==> run_1/layer_met1.png <==
Bar = 20 um.
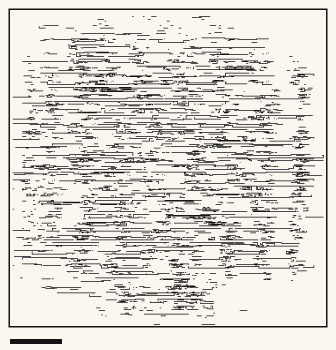
==> run_1/layer_met2.png <==
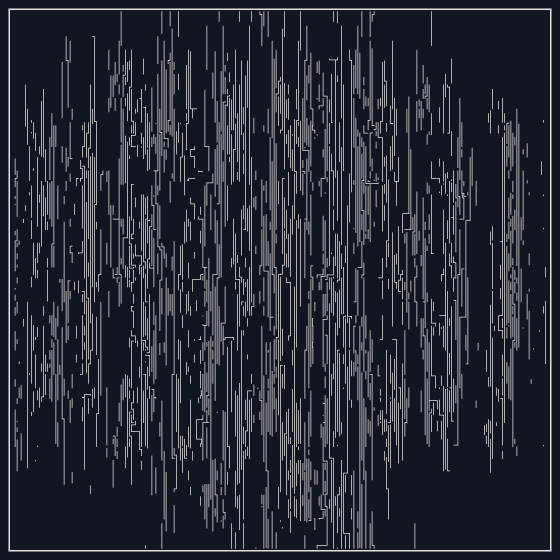
==> run_1/layer_met3.png <==
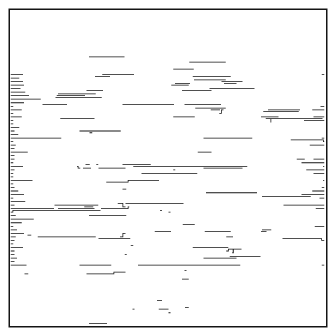
**src/rtl/alu_pkg.sv**
```systemverilog
// rtl/alu_pkg.sv - shared opcodes, flag indices and FIFO entry type for the ALU result stage
package alu_pkg;

   typedef enum logic [3:0] {
      OP_ADD  = 4'b0000,
      OP_SUB  = 4'b0001,
      OP_MUL  = 4'b0010,  // unimplemented in the ALU, always flagged as an error
      OP_DIV  = 4'b0011,
      OP_INC  = 4'b0100,
      OP_AND  = 4'b0101,
      OP_OR   = 4'b0110,
      OP_DEC  = 4'b0111,
      OP_XOR  = 4'b1000,
      OP_NOT  = 4'b1001,
      OP_SHL  = 4'b1010,
      OP_SHR  = 4'b1011,
      OP_SAR  = 4'b1100,
      OP_SLT  = 4'b1101,
      OP_SLTU = 4'b1110,
      OP_EQ   = 4'b1111
   } opcode_e;

   localparam int FLAG_Z = 0;
   localparam int FLAG_N = 1;
   localparam int FLAG_C = 2;
   localparam int FLAG_V = 3;
   localparam int FLAG_E = 4;

   typedef struct packed {
      logic [3:0]  opcode;
      logic [4:0]  flags;
      logic [31:0] res;
   } entry_t;

endpackage

```
**src/rtl/alu_result_buffer_if.sv**
```systemverilog
// rtl/alu_result_buffer_if.sv - push/pop handshake bundle between ALU, result buffer and consumer
interface alu_result_buffer_if #(
   parameter int DEPTH = 4
);
   logic                     in_valid;
   logic                     in_ready;
   logic [3:0]               in_opcode;
   logic [31:0]              in_a;
   logic [31:0]              in_b;
   logic [32:0]              in_res;
   logic                     out_valid;
   logic                     out_ready;
   logic [31:0]              out_res;
   logic [3:0]               out_opcode;
   logic [4:0]               out_flags;
   logic [$clog2(DEPTH):0]   count;

   modport master (
      output in_valid, in_opcode, in_a, in_b, in_res, out_ready,
      input  in_ready, out_valid, out_res, out_opcode, out_flags, count
   );

   modport slave (
      input  in_valid, in_opcode, in_a, in_b, in_res, out_ready,
      output in_ready, out_valid, out_res, out_opcode, out_flags, count
   );
endinterface

```
**src/rtl/alu_flag_gen.sv**
```systemverilog
// rtl/alu_flag_gen.sv - combinational Z/N/C/V/E derivation and error masking of the ALU result
module alu_flag_gen
   import alu_pkg::*;
(
   input  logic [3:0]  opcode_i,
   input  logic [31:0] a_i,
   input  logic [31:0] b_i,
   input  logic [32:0] res_i,
   output logic [31:0] res_o,
   output logic [4:0]  flags_o
);
   logic err;
   logic unused_a_low;

   assign unused_a_low = ^a_i[30:0];

   // On error the ALU result may be undefined, so nothing downstream is allowed to look at it.
   always_comb begin
      err     = (opcode_i == OP_MUL) || ((opcode_i == OP_DIV) && (b_i == '0));
      res_o   = err ? '0 : res_i[31:0];
      flags_o = '0;
      flags_o[FLAG_E] = err;
      flags_o[FLAG_Z] = (res_o == '0);
      if (!err) begin
         flags_o[FLAG_N] = res_o[31];
         case (opcode_i)
            OP_ADD: begin
               flags_o[FLAG_C] = res_i[32];
               flags_o[FLAG_V] = (a_i[31] == b_i[31]) && (res_i[31] != a_i[31]);
            end
            OP_SUB: begin
               flags_o[FLAG_C] = res_i[32];
               flags_o[FLAG_V] = (a_i[31] != b_i[31]) && (res_i[31] != a_i[31]);
            end
            OP_INC, OP_DEC: flags_o[FLAG_C] = res_i[32];
            default: ;
         endcase
      end
   end
endmodule

```
**src/rtl/alu_result_buffer.sv**
```systemverilog
// rtl/alu_result_buffer.sv - registered result FIFO isolating the consumer from ALU combinational timing
module alu_result_buffer
   import alu_pkg::*;
#(
   parameter int DEPTH = 4
) (
   input  logic               clk,
   input  logic               rst_n,
   alu_result_buffer_if.slave bus
);
   localparam int PW = $clog2(DEPTH);
   localparam int CW = PW + 1;

   entry_t        mem_q [DEPTH];
   logic [PW-1:0] wr_ptr_q, wr_ptr_d;
   logic [PW-1:0] rd_ptr_q, rd_ptr_d;
   logic [CW-1:0] count_q, count_d;
   logic          out_valid_q, out_valid_d;
   logic          in_ready;
   logic          push, pop;
   logic [31:0]   gen_res;
   logic [4:0]    gen_flags;
   entry_t        in_entry;
   entry_t        head;

   alu_flag_gen u_flag_gen (
      .opcode_i (bus.in_opcode),
      .a_i      (bus.in_a),
      .b_i      (bus.in_b),
      .res_i    (bus.in_res),
      .res_o    (gen_res),
      .flags_o  (gen_flags)
   );

   // Readiness depends only on registered occupancy, never on out_ready.
   assign in_ready = (count_q < CW'(DEPTH));

   always_comb begin
      in_entry    = '{opcode: bus.in_opcode, flags: gen_flags, res: gen_res};
      push        = bus.in_valid && in_ready;
      pop         = out_valid_q && bus.out_ready;
      wr_ptr_d    = wr_ptr_q;
      rd_ptr_d    = rd_ptr_q;
      count_d     = count_q;
      if (push) wr_ptr_d = wr_ptr_q + 1'b1;
      if (pop)  rd_ptr_d = rd_ptr_q + 1'b1;
      if (push && !pop)      count_d = count_q + 1'b1;
      else if (pop && !push) count_d = count_q - 1'b1;
      out_valid_d = (count_d != '0);
   end

   always_ff @(posedge clk) begin
      if (!rst_n) begin
         wr_ptr_q    <= '0;
         rd_ptr_q    <= '0;
         count_q     <= '0;
         out_valid_q <= 1'b0;
      end else begin
         wr_ptr_q    <= wr_ptr_d;
         rd_ptr_q    <= rd_ptr_d;
         count_q     <= count_d;
         out_valid_q <= out_valid_d;
      end
   end

   always_ff @(posedge clk) begin
      if (rst_n && push) mem_q[wr_ptr_q] <= in_entry;
   end

   // Stale storage is masked while empty so outputs read zero after reset.
   assign head           = out_valid_q ? mem_q[rd_ptr_q] : '0;
   assign bus.in_ready   = in_ready;
   assign bus.out_valid  = out_valid_q;
   assign bus.out_res    = head.res;
   assign bus.out_opcode = head.opcode;
   assign bus.out_flags  = head.flags;
   assign bus.count      = count_q;
endmodule

```
**src/flat_wrapper.sv**
```systemverilog
// flat-port wrapper written by rule: the top's interface ports become plain ports
module alu_result_buffer_flat import alu_pkg::*;
#(
   parameter int DEPTH = 4
)
  (clk, rst_n, bus_in_valid, bus_in_opcode, bus_in_a, bus_in_b, bus_in_res, bus_out_ready, bus_in_ready, bus_out_valid, bus_out_res, bus_out_opcode, bus_out_flags, bus_count);
  alu_result_buffer_if #(.DEPTH(DEPTH)) bus_i ();
  input  logic clk;
  input  logic rst_n;
  input wire logic [$bits(bus_i.in_valid)-1:0] bus_in_valid;
  input wire logic [$bits(bus_i.in_opcode)-1:0] bus_in_opcode;
  input wire logic [$bits(bus_i.in_a)-1:0] bus_in_a;
  input wire logic [$bits(bus_i.in_b)-1:0] bus_in_b;
  input wire logic [$bits(bus_i.in_res)-1:0] bus_in_res;
  input wire logic [$bits(bus_i.out_ready)-1:0] bus_out_ready;
  output wire logic [$bits(bus_i.in_ready)-1:0] bus_in_ready;
  output wire logic [$bits(bus_i.out_valid)-1:0] bus_out_valid;
  output wire logic [$bits(bus_i.out_res)-1:0] bus_out_res;
  output wire logic [$bits(bus_i.out_opcode)-1:0] bus_out_opcode;
  output wire logic [$bits(bus_i.out_flags)-1:0] bus_out_flags;
  output wire logic [$bits(bus_i.count)-1:0] bus_count;
  assign bus_i.in_valid = bus_in_valid;
  assign bus_i.in_opcode = bus_in_opcode;
  assign bus_i.in_a = bus_in_a;
  assign bus_i.in_b = bus_in_b;
  assign bus_i.in_res = bus_in_res;
  assign bus_i.out_ready = bus_out_ready;
  assign bus_in_ready = bus_i.in_ready;
  assign bus_out_valid = bus_i.out_valid;
  assign bus_out_res = bus_i.out_res;
  assign bus_out_opcode = bus_i.out_opcode;
  assign bus_out_flags = bus_i.out_flags;
  assign bus_count = bus_i.count;
  alu_result_buffer #(.DEPTH(DEPTH)) u_core (.clk(clk), .rst_n(rst_n), .bus(bus_i));
endmodule
```
**config.mk**
```make
export PLATFORM = sky130hd
export DESIGN_NAME = alu_result_buffer_flat
export DESIGN_NICKNAME = d
export VERILOG_FILES = /design/src/rtl/alu_pkg.sv /design/src/rtl/alu_result_buffer_if.sv /design/src/rtl/alu_flag_gen.sv /design/src/rtl/alu_result_buffer.sv /design/src/flat_wrapper.sv
export SDC_FILE = /design/constraint.sdc
export NUM_CORES = 1
export LEC_CHECK = 0
export ABC_AREA = 1
export CAP_MARGIN = 20
export CORE_UTILIZATION = 51
export CTS_BUF_LIST = sky130_fd_sc_hd__clkbuf_8 sky130_fd_sc_hd__clkbuf_16
export DETAILED_ROUTE_END_ITERATION = 16
export PLACE_DENSITY = 0.8
export SLEW_MARGIN = 5
export SYNTH_ARGS = -nofsm -noshare
export SYNTH_HDL_FRONTEND = slang
export SYNTH_SLANG_ARGS = --single-unit
```
**constraint.sdc**
```tcl
create_clock -name clk -period 3.8 [get_ports clk]
set_input_delay 0.76 -clock clk [delete_from_list [all_inputs] [get_ports clk]]
set_output_delay 0.76 -clock clk [all_outputs]
set_load 0.005 [all_outputs]
```
==> summary.rpt, run 1 <==
========================================================================================
Setup TNS .................................................................         0 ns
Number of search-and-repair iterations in the first detailed-routing pass .            5
GR Overflow Total .........................................................            0
Aggregate global-route resource usage .....................................        23.9%
Area after DPL ............................................................   8720 sq um
Worst Setup End Kind ......................................................  output port
Share of final-layout standard cells stronger than drive strength 1 .......        6.98%
Log Warnings ..............................................................           61
Power density over the cells ..............................................  524 nW/um^2
Worst setup path class ....................................................   reg -> out
Kind of start point of the critical path ..................................         flop
Post-Syn Nets .............................................................          799
Period Utilization, post-route ............................................        90.2%
Post-DP HPWL ..............................................................      10.0 mm
Number of nets in the final layout ........................................          915
First-pass GRT wire length ................................................      26.0 mm
Pre-placement core utilization ............................................        52.5%
Most common logic cells in the final layout ............................... sky130_fd_sc_hd__nor2_1 (223), sky130_fd_sc_hd__edfxtp_1 (160), sky130_fd_sc_hd__clkdlybuf4s50_1 (119)
IO Port Bufs ..............................................................          119
Clock tree skew after final layout ........................................   0.00817 ns
Worst path required time ..................................................      3.04 ns
CTS Buf Count .............................................................           17
Maximum buffer depth of the clock tree ....................................            2
Final setup viols .........................................................            0
Worst hold path class .....................................................   reg -> reg
Total vias in the final route .............................................         5387
Cell type contributing the most total cell area after synthesis ........... sky130_fd_sc_hd__edfxtp_1
Count of flip-flops with a built-in enable after synthesis ................          160
Clock period minus final worst setup slack ................................      3.43 ns
Achievable Freq ...........................................................      292 MHz
Combinational gate area ...................................................   1970 sq um
Avg Inst Size Synth .......................................................   10.6 sq um
Smallest setup slack after layout .........................................     0.372 ns
Outcome ................................................................... finished, final reports clean
Footprint of the flip-flops and latches ...................................   5010 sq um
Slew at the pin with the worst max-slew slack .............................     0.913 ns
Clock insertion delay at the later pin of the skew report .................      0.42 ns
Routed wirelength normalized by instance count ............................      17.1 um
Antenna viol nets, final ..................................................            0
Site Rows .................................................................           43
Die y size ................................................................       122 um
CP max FO .................................................................           80
Lkg Pwr ...................................................................      3.36 nW
Maximum number of pins on one net before global-route repair ..............           81
Unique cell types .........................................................           26
Initial antenna violation count ...........................................            0
Post-synthesis sequential element count ...................................          170
Maxcap violations .........................................................            0
Total power ...............................................................    0.00487 W
Number of inserted diodes .................................................            0
Boundary Pins .............................................................          151
Number of placed instances, taps included .................................          965
TritonCTS clock tree ......................................................         done
Number of fill cells in the layout ........................................         1010
Post-layout utilization of the core .......................................        66.7%
Area Overhead vs Synth ....................................................        27.1%
Netlist area before placement .............................................   7310 sq um
Cell count after synthesis ................................................          688
Routability congestion estimate ...........................................        0.776
Ys Warns ..................................................................            0
Initial DRC count .........................................................          581
Peak ir drop on the vdd network ...........................................   0.000308 V
Main area contributors .................................................... sky130_fd_sc_hd__edfxtp_1 (66%), sky130_fd_sc_hd__nor2_1 (12%), sky130_fd_sc_hd__o21ai_0 (5.1%)
Worst-case headroom to the max-slew limit .................................        39.1%
H-Tree Level Count ........................................................            4
Clock root buffer ......................................................... sky130_fd_sc_hd__clkbuf_16
Number of cells in the finished layout apart from fillers .................          997
Dominant logic cell type in the layout .................................... sky130_fd_sc_hd__nor2_1
Yosys Instances ...........................................................          688
Total wire length after detailed routing ..................................      17.1 mm
Post-cts hold-fix buffer tally ............................................            0
DR DRC count ..............................................................            0
Setup repair after global routing missed its margin .......................        false
Reg2Reg Setup Slack .......................................................      1.78 ns
Placeable Area ............................................................  13900 sq um
Chip area line of the yosys report ........................................   7310 sq um
Clk pin slew, worst setup/hold paths ......................................      0.06 ns
Post-route cell area ......................................................   9300 sq um
Total die size ............................................................  14800 sq um
Synth async-reset ratio ...................................................           0%
Post-CTS repair timing setup buffer count .................................            0
========================================================================================
Back to the opening pictures, layer_met1.png:
- nets with wire on the layer: 782
- wire length on this layer: 6630 um
- share of all routed wire: 39%
- main direction: horizontal
- longest straight run: 34.5 um

Back to the opening pictures, layer_met2.png:
- main direction: vertical
- nets with wire on the layer: 704

Back to the opening pictures, layer_met3.png:
- share of all routed wire: 6.7%
- longest straight run: 43.7 um
- wire length on this layer: 1140 um
- nets with wire on the layer: 124
- main direction: horizontal

## run 1: worst paths after layout
check	start	cells past startpoint	end
max	flop	6	bus_out_res[20]
min reg2reg	u_core.rd_ptr_q[0]$_SDFFE_PN0P_	1	u_core.rd_ptr_q[0]$_SDFFE_PN0P_
min	u_core.rd_ptr_q[0]$_SDFFE_PN0P_	1	u_core.rd_ptr_q[0]$_SDFFE_PN0P_
max reg2reg	u_core.bus.count[2]$_SDFF_PN0_	4	u_core.mem_q[3][1]$_DFFE_PP_
## run 1: metal layers
layer  part of all wire, %  track usage, %  vias to the layer above
li1                      -               -                     2568
met1                    39            26.6                     2556
met2                    53            44.1                      235
met3                   6.7            4.59                       28
met4                   1.9            10.3                        0
met5                     0               0                        -
## run 1: worst max-delay path, stage by stage (launching register included)
cell,delay [ns]
sky130_fd_sc_hd__dfxtp_2,0.33
sky130_fd_sc_hd__buf_4,0.69
sky130_fd_sc_hd__nor2_1,0.13
sky130_fd_sc_hd__nor2_1,0.13
sky130_fd_sc_hd__o21ai_0,0.11
sky130_fd_sc_hd__a21oi_1,0.25
sky130_fd_sc_hd__clkdlybuf4s50_1,0.55
## run 1: synth_stat cells (2+ instances only)
library cell,count
sky130_fd_sc_hd__nor2_2,2
sky130_fd_sc_hd__inv_2,2
sky130_fd_sc_hd__o21ai_1,14
sky130_fd_sc_hd__o211ai_1,13
sky130_fd_sc_hd__o21ai_0,74
sky130_fd_sc_hd__buf_2,7
sky130_fd_sc_hd__clkbuf_1,23
sky130_fd_sc_hd__inv_1,54
sky130_fd_sc_hd__buf_1,4
sky130_fd_sc_hd__o211ai_2,3
sky130_fd_sc_hd__a21oi_1,45
sky130_fd_sc_hd__xor2_1,3
sky130_fd_sc_hd__nand2_1,31
sky130_fd_sc_hd__dfxtp_1,10
sky130_fd_sc_hd__nor2_1,227
sky130_fd_sc_hd__a211oi_1,2
sky130_fd_sc_hd__ha_1,6
sky130_fd_sc_hd__edfxtp_1,160
## run 1: sequential cells by signal, indices dropped and copies added, names as in the netlist, named ones only
register,count
u_core.bus.count,3
u_core.bus.out_valid,1
u_core.mem_q,160
u_core.rd_ptr_q,2
u_core.wr_ptr_q,2
## run 1: power breakdown
| part | switching (W) | leakage (nW) | internal, W |
|---|---|---|---|
| combinational | 0.000563 | 1.55 | 0.000469 |
| clock | 0.000693 | 0.275 | 0.000967 |
| sequential | 0.0000317 | 1.54 | 0.00214 |
## run 1: layout make-up
| cell class | instances | share of cell area (%) |
|---|---|---|
| inverter | 56 | 2.26 |
| timing repair buffer | 133 | 14.1 |
| clock inverter | 15 | 1.59 |
| sequential | 170 | 53.8 |
| tap | 180 | 2.42 |
| clock buffer | 17 | 4.58 |
| multi-input combinational | 426 | 21.2 |
## run 1: kinds of logic (layout without fill, tap and decap cells)
logic type | after synthesis | after routing | synth area share (%)
and+or+nand+nor | 265 | 265 | 13.9
DFF | 170 | 170 | 68.4
AOI/OAI and AO/OA | 151 | 151 | 11.2
buffers and inverters | 92 | 221 | 4.99
adders and majority gates | 6 | 6 | 1.03
xor gates and xnor gates | 3 | 3 | 0.359
muxes | 1 | 1 | 0.154
## Run 2: what changed since run 1
--- a/config.mk
+++ b/config.mk
@@ -5,8 +5,8 @@
 export SDC_FILE = /design/constraint.sdc
 export NUM_CORES = 1
 export LEC_CHECK = 0
-export ABC_AREA = 1
 export CAP_MARGIN = 20
+export CORE_MARGIN = 2
 export CORE_UTILIZATION = 51
 export CTS_BUF_LIST = sky130_fd_sc_hd__clkbuf_8 sky130_fd_sc_hd__clkbuf_16
 export DETAILED_ROUTE_END_ITERATION = 16
==> constraint.sdc (replaced) <==
create_clock -name clk -period 4.12 [get_ports clk]
set_input_delay 0.824 -clock clk [delete_from_list [all_inputs] [get_ports clk]]
set_output_delay 0.824 -clock clk [all_outputs]
set_load 0.005 [all_outputs]
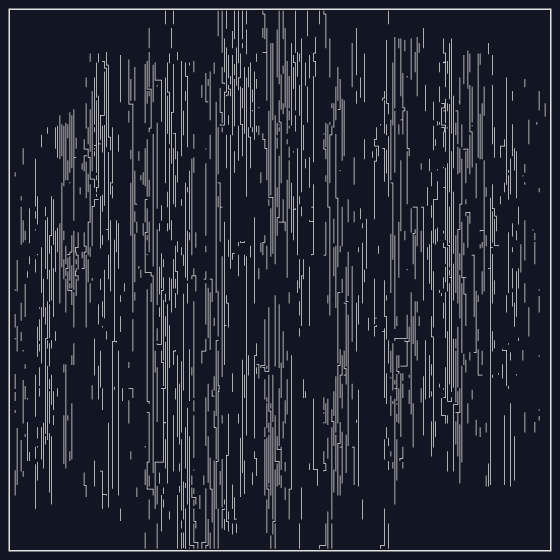
(run_2/layer_met2.png)
- longest straight run: 64.9 um
- share of all routed wire: 51%
- main direction: vertical
- nets with wire on the layer: 548

==> run 2 against run 1 <==
Compared with the run above:
- first-iteration DRC count fell by 27%
- sequential share of layout area rose by 1.2 points
- count of clock-buffer cells in the layout did not move
- combinational power barely moved
- cell count fell by 30%
- worst setup slack improved by 0.52 ns
- critical path type unchanged
- critical endpoint is now bus_out_flags[4]
- largest cell class unchanged
==> summary.rpt, run 2 <==
========================================================================================
TritonCTS clock tree ......................................................         done
Peak ir drop on the vdd network ...........................................   0.000343 V   +11%
Number of search-and-repair iterations in the first detailed-routing pass .            5   unchanged
Worst path required time ..................................................      3.30 ns   +0.26 ns
Clock period minus final worst setup slack ................................      3.23 ns
Dominant logic cell type in the layout .................................... sky130_fd_sc_hd__edfxtp_1
Placeable Area ............................................................  13800 sq um   -1.2%
Smallest setup slack after layout .........................................     0.893 ns   +0.520 ns
Setup repair after global routing missed its margin .......................        false
Post-DP HPWL ..............................................................      8.91 mm   -11%
Period Utilization, post-route ............................................        78.3%
Chip area line of the yosys report ........................................   7140 sq um   -2.4%
Achievable Freq ...........................................................      310 MHz
Total die size ............................................................  15000 sq um   +0.91%
Number of cells in the finished layout apart from fillers .................          702   -30%
Reg2Reg Setup Slack .......................................................      2.06 ns   +0.28 ns
Netlist area before placement .............................................   7140 sq um   -2.4%
IO Port Bufs ..............................................................          119   unchanged
Post-cts hold-fix buffer tally ............................................            0   unchanged
Reg2Reg Launch Point ...................................................... u_core.bus.count[2]$_SDFF_PN0_
Slew at the pin with the worst max-slew slack .............................     0.980 ns   +0.0670 ns
DR DRC count ..............................................................            0   unchanged
Post-Syn Nets .............................................................          496   -38%
Max FFs per register ......................................................          160   unchanged
Worst-case headroom to the max-slew limit .................................        33.0%   -6.2 points
Top reg by flops .......................................................... u_core.mem_q
Die y size ................................................................       122 um   +0.46%
Power density over the cells ..............................................  513 nW/um^2   -2.0%
Log Warnings ..............................................................           61   unchanged
Boundary Pins .............................................................          151   unchanged
Setup TNS .................................................................         0 ns   unchanged
Maximum number of pins on one net before global-route repair ..............           41   -49%
Dominant cell by count in the synthesized netlist ......................... sky130_fd_sc_hd__edfxtp_1
Post-synthesis sequential element count ...................................          170   unchanged
CTS Buf Count .............................................................           17   unchanged
Maximum buffer depth of the clock tree ....................................            2   unchanged
Worst hold path class .....................................................   reg -> reg
Outcome ................................................................... finished, final reports clean
Routed wirelength normalized by instance count ............................      20.6 um   +20%
Main area contributors .................................................... sky130_fd_sc_hd__edfxtp_1 (67%), sky130_fd_sc_hd__mux4_2 (13%), sky130_fd_sc_hd__and2_1 (3.9%)
Worst setup path class ....................................................   reg -> out
H-Tree Level Count ........................................................            4   unchanged
Initial DRC count .........................................................          425   -27%
CP max FO .................................................................           20   -75%
Pre-placement core utilization ............................................        51.8%   -0.66 points
Cell count after synthesis ................................................          385   -44%
Endpoint of the worst-slack reg-to-reg timing path ........................ u_core.mem_q[0][30]$_DFFE_PP_
Maxcap violations .........................................................            0   unchanged
Routing layer with the top usage in global route ..........................         met2
Start point of the worst hold path ........................................ u_core.wr_ptr_q[1]$_SDFFE_PN0P_
Antenna viol nets, final ..................................................            0   unchanged
Avg Inst Size Synth .......................................................   18.5 sq um   +74%
Kind of start point of the critical path ..................................         flop
Met2 demand-to-capacity share in global routing ...........................        34.0%   -10 points
Initial antenna violation count ...........................................            0   unchanged
Synth async-reset ratio ...................................................           0%   unchanged
Number of placed instances, taps included .................................          670   -31%
Clock root buffer ......................................................... sky130_fd_sc_hd__clkbuf_16
Commonest cells in the netlist ............................................ sky130_fd_sc_hd__edfxtp_1 (160), sky130_fd_sc_hd__and2_1 (45), sky130_fd_sc_hd__mux4_2 (40)
GR Overflow Total .........................................................            0   unchanged
Yosys Instances ...........................................................          385   -44%
Most common logic cells in the final layout ............................... sky130_fd_sc_hd__edfxtp_1 (160), sky130_fd_sc_hd__clkdlybuf4s50_1 (119), sky130_fd_sc_hd__and2_1 (45)
Clock insertion delay at the later pin of the skew report .................      0.43 ns   about the same
Number of nets in the final layout ........................................          620   -32%
Share of final-layout standard cells stronger than drive strength 1 .......        18.2%   +11 points
Cells on worst reg2reg path ...............................................            3   -1
Depth of the worst hold-timing path .......................................            2   +1
Routability congestion estimate ...........................................        0.777   +0.18%
Met3 layer usage reported by global route .................................        6.69%   +2.1 points
Worst Setup End Kind ......................................................  output port
Site Rows .................................................................           43   unchanged
========================================================================================
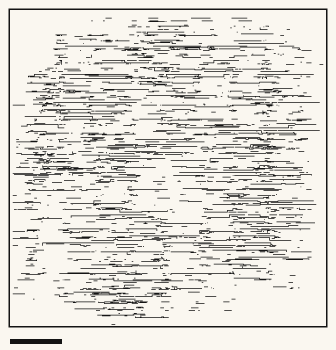
(run_2/layer_met1.png)
Bar = 20 um.
grt met1 use: 25.2%
total vias in the final route: 4062
total wire length after detailed routing: 14.4 mm

run 2: cell families after synthesis:
kind of cell	count (synthesis)	synth area share (%)
adders and majority gates	6	1.05
and+or+nand+nor	123	11.1
xor gates and xnor gates	6	0.841
DFF	170	70.1
AOI/OAI and AO/OA	11	1.17
muxes	41	12.8
buffers and inverters	28	2.96
run 2: report_power, final:
group | switching, W | total, W | internal (W) | leakage (nW)
registers | 0.0000488 | 0.00204 | 0.00199 | 1.54
clock network | 0.000638 | 0.00159 | 0.000952 | 0.283
logic | 0.000410 | 0.00103 | 0.000623 | 1.16
total | 0.00110 | 0.00466 | 0.00357 | 2.98
run 2: metrics by stage:
step | utilization [%] | power, W
floorplan | - | 0.00265
CTS | 66.0 | 0.00470
global route | 66.0 | 0.00487
detailed placement | 61.6 | 0.00312
global placement | 61.6 | 0.00310
finish | 66.0 | 0.00466
run 2: worst max-delay path by stage:
| stage | startpoint | endpoint | slack, ns | depth (start not counted) |
|---|---|---|---|---|
| 2_1_floorplan | bus_in_valid | u_core.mem_q[0][0]$_DFFE_PP_ | 1.59 | 3 |
| 3_3_place_gp | bus_in_b[25] | u_core.mem_q[2][20]$_DFFE_PP_ | 1.11 | 5 |
| 3_5_place_dp | bus_in_valid | u_core.mem_q[0][29]$_DFFE_PP_ | 1.07 | 4 |
| 4_1_cts | flop | bus_out_flags[4] | 0.83 | 4 |
| 5_1_grt | flop | bus_out_flags[4] | 0.76 | 4 |
| 6_report | flop | bus_out_flags[4] | 0.89 | 4 |
run 2: critical path, stage by stage (launching register included):
cell and delay, ns:
sky130_fd_sc_hd__dfxtp_2 0.69, sky130_fd_sc_hd__buf_4 0.31, sky130_fd_sc_hd__mux4_2 0.32, sky130_fd_sc_hd__and2_1 0.19, sky130_fd_sc_hd__clkdlybuf4s50_1 0.46
run 2: layer usage:
metal / wire (um) / part of all wire, %
met1: 5590 / 39
met2: 7330 / 51
met3: 1180 / 8.2
met4: 323 / 2.2
met5: 0 / 0
run 2: final cells by class:
| type | count | area, sq um |
|---|---|---|
| Inverter | 5 | 18.8 |
| Clock buffer | 17 | 425 |
| Timing Repair Buffer | 128 | 1310 |
| Tap cell | 180 | 225 |
| Sequential cell | 170 | 5010 |
| Clock inverter | 15 | 176 |
| Fill cell | 959 | 4680 |
| Multi-Input combinational cell | 187 | 1930 |
## Run 3: what changed since run 2
==> constraint.sdc (replaced) <==
create_clock -name clk -period 3.25 [get_ports clk]
set_input_delay 0.65 -clock clk [delete_from_list [all_inputs] [get_ports clk]]
set_output_delay 0.65 -clock clk [all_outputs]
set_load 0.005 [all_outputs]
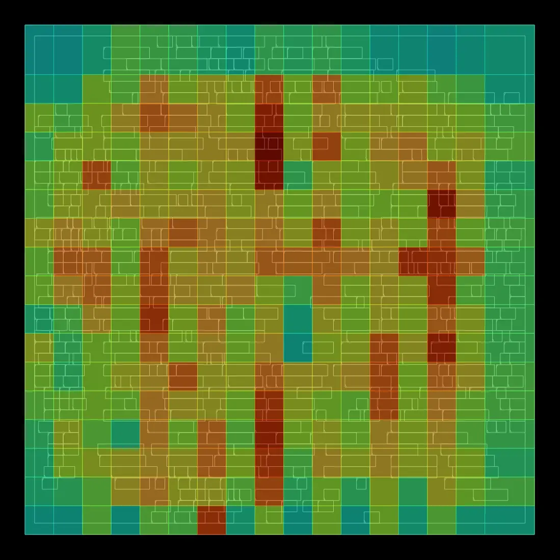
(run_3/congestion.png)
grt met1 use: 25.7%
met2 demand-to-capacity share in global routing: 33.6%
aggregate global-route resource usage: 20.4%

==> run 3 against run 2 <==
Compared with the run above:
- register-to-register slack worse by 0.58 ns
- core utilization down 0.23 points
- clock power rose by about 10%
- largest power group unchanged
- clock skew is 0.00056 ns lower
==> summary.rpt, run 3 <==
========================================================================================
Total vias in the final route .............................................         3957   -2.6%
Worst hold path class .....................................................   reg -> reg
Maxcap violations .........................................................            0   unchanged
IO Port Bufs ..............................................................          119   unchanged
Avg Inst Size Synth .......................................................   18.5 sq um   unchanged
Reg2Reg Launch Point ...................................................... u_core.bus.out_valid$_SDFF_PN0_
Die y size ................................................................       122 um   unchanged
Peak ir drop on the vdd network ...........................................   0.000318 V   -7.1%
Period Utilization, post-route ............................................        90.1%
Outcome ................................................................... finished, final reports clean
Share of final-layout standard cells stronger than drive strength 1 .......        17.4%   -0.80 points
Routed wirelength normalized by instance count ............................      20.5 um   -0.47%
Clock insertion delay at the later pin of the skew report .................      0.41 ns   -0.02 ns
Power density over the cells ..............................................  629 nW/um^2   +23%
Cells along the critical path ............................................. buf_12, mux4_2, and2_1, clkdlybuf4s50_1
CP max FO .................................................................           40   +100%
Dominant logic cell type in the layout .................................... sky130_fd_sc_hd__edfxtp_1
Maximum number of pins on one net before global-route repair ..............           41   unchanged
Post-DP HPWL ..............................................................      8.90 mm   -0.12%
Worst-path cell with the longest stage delay .............................. sky130_fd_sc_hd__mux4_2
Total wire length after detailed routing ..................................      14.4 mm   -0.33%
Log Warnings ..............................................................           61   unchanged
TritonCTS clock tree ......................................................         done
Post-Syn Nets .............................................................          496   unchanged
Worst-case headroom to the max-slew limit .................................        63.4%   +30 points
Start point of the worst hold path ........................................ u_core.wr_ptr_q[1]$_SDFFE_PN0P_
Boundary Pins .............................................................          151   unchanged
Kind of start point of the critical path ..................................         flop
Worst Setup End Kind ......................................................  output port
Post-synthesis sequential element count ...................................          170   unchanged
Setup TNS .................................................................         0 ns   unchanged
Top reg by flops .......................................................... u_core.mem_q
Yosys Instances ...........................................................          385   unchanged
Dominant cell by count in the synthesized netlist ......................... sky130_fd_sc_hd__edfxtp_1
Most common logic cells in the final layout ............................... sky130_fd_sc_hd__edfxtp_1 (160), sky130_fd_sc_hd__clkdlybuf4s50_1 (119), sky130_fd_sc_hd__and2_1 (45)
GR Overflow Total .........................................................            0   unchanged
Placeable Area ............................................................  13800 sq um   unchanged
Category of cells accounting for the largest share of critical-path delay . buffers and inverters
Synth async-reset ratio ...................................................           0%   unchanged
H-Tree Level Count ........................................................            4   unchanged
========================================================================================
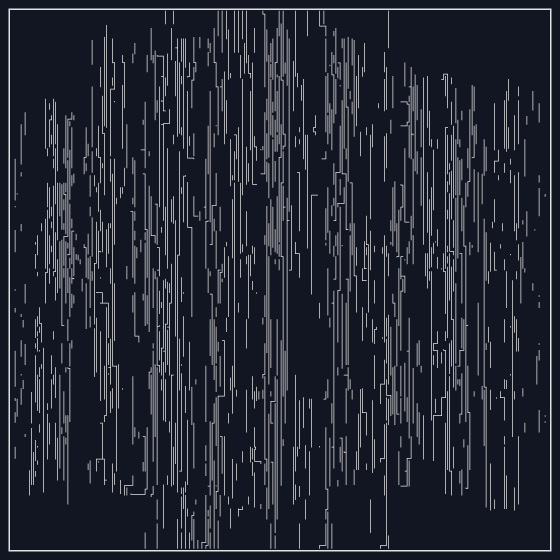
(run_3/layer_met2.png)
- nets with wire on the layer: 547
- share of all routed wire: 51%
- wire length on this layer: 7310 um
- longest straight run: 53.7 um

[run 3: area by class of cell]
cell class	instances	area, sq um
inverter	5	18.8
timing repair buffer	130	1360
sequential	170	5010
clock inverter	14	92.6
clock buffer	17	425
multi-input combinational	187	1930
tap	180	225
fill	976	4710
[run 3: logic make-up (layout without fill, tap and decap cells)]
family                     count (synthesis)  in the layout  synth area share (%)
xor gates and xnor gates                   6              6                 0.841
DFF                                      170            170                  70.1
and+or+nand+nor                          123            123                  11.1
AOI/OAI and AO/OA                         11             11                  1.17
buffers and inverters                     28            166                  2.96
adders and majority gates                  6              6                  1.05
muxes                                     41             41                  12.8
[run 3: path summary, 6_finish.rpt]
kind         slack (ns)  cells past startpoint                         endpoint
max reg2reg        1.48                      5  u_core.bus.out_valid$_SDFF_PN0_
max                0.32                      4                  bus_out_res[17]
min reg2reg        0.52                      2  u_core.wr_ptr_q[1]$_SDFFE_PN0P_
min                0.52                      2  u_core.wr_ptr_q[1]$_SDFFE_PN0P_
[run 3: metrics by stage]
step                      util [%]  worst slack, ns  cell area, sq um
after global placement        62.0            0.430              8540
after CTS                     65.8            0.265              9060
final                         65.8            0.321              9060
after detailed placement      62.0            0.416              8540
after floorplan                  -            0.892              7140
after global routing          65.8            0.181              9060
[run 3: where the power goes]
group / total (W) / internal (W) / switching (W)
combinational: 0.00133 / 0.000813 / 0.000517
sequential: 0.00260 / 0.00252 / 0.0000752
clock: 0.00177 / 0.00102 / 0.000749
total: 0.00570 / 0.00436 / 0.00134
[run 3: per-layer routing]
| metal | global-route usage [%] | up-vias | routed length (um) |
|---|---|---|---|
| li1 | - | 1792 | - |
| met1 | 25.7 | 1974 | 5740 |
| met2 | 33.6 | 176 | 7310 |
| met3 | 6.13 | 15 | 1150 |
| met4 | 7.69 | 0 | 178 |
| met5 | 0 | - | 0 |
[run 3: worst min-delay path, cell delays in order (launching register included)]
cell                       delay [ns]
sky130_fd_sc_hd__dfxtp_1         0.33
sky130_fd_sc_hd__nand2_1         0.07
sky130_fd_sc_hd__a21boi_0        0.07
No activity file was given, so power comes from the tool's default toggle rates.
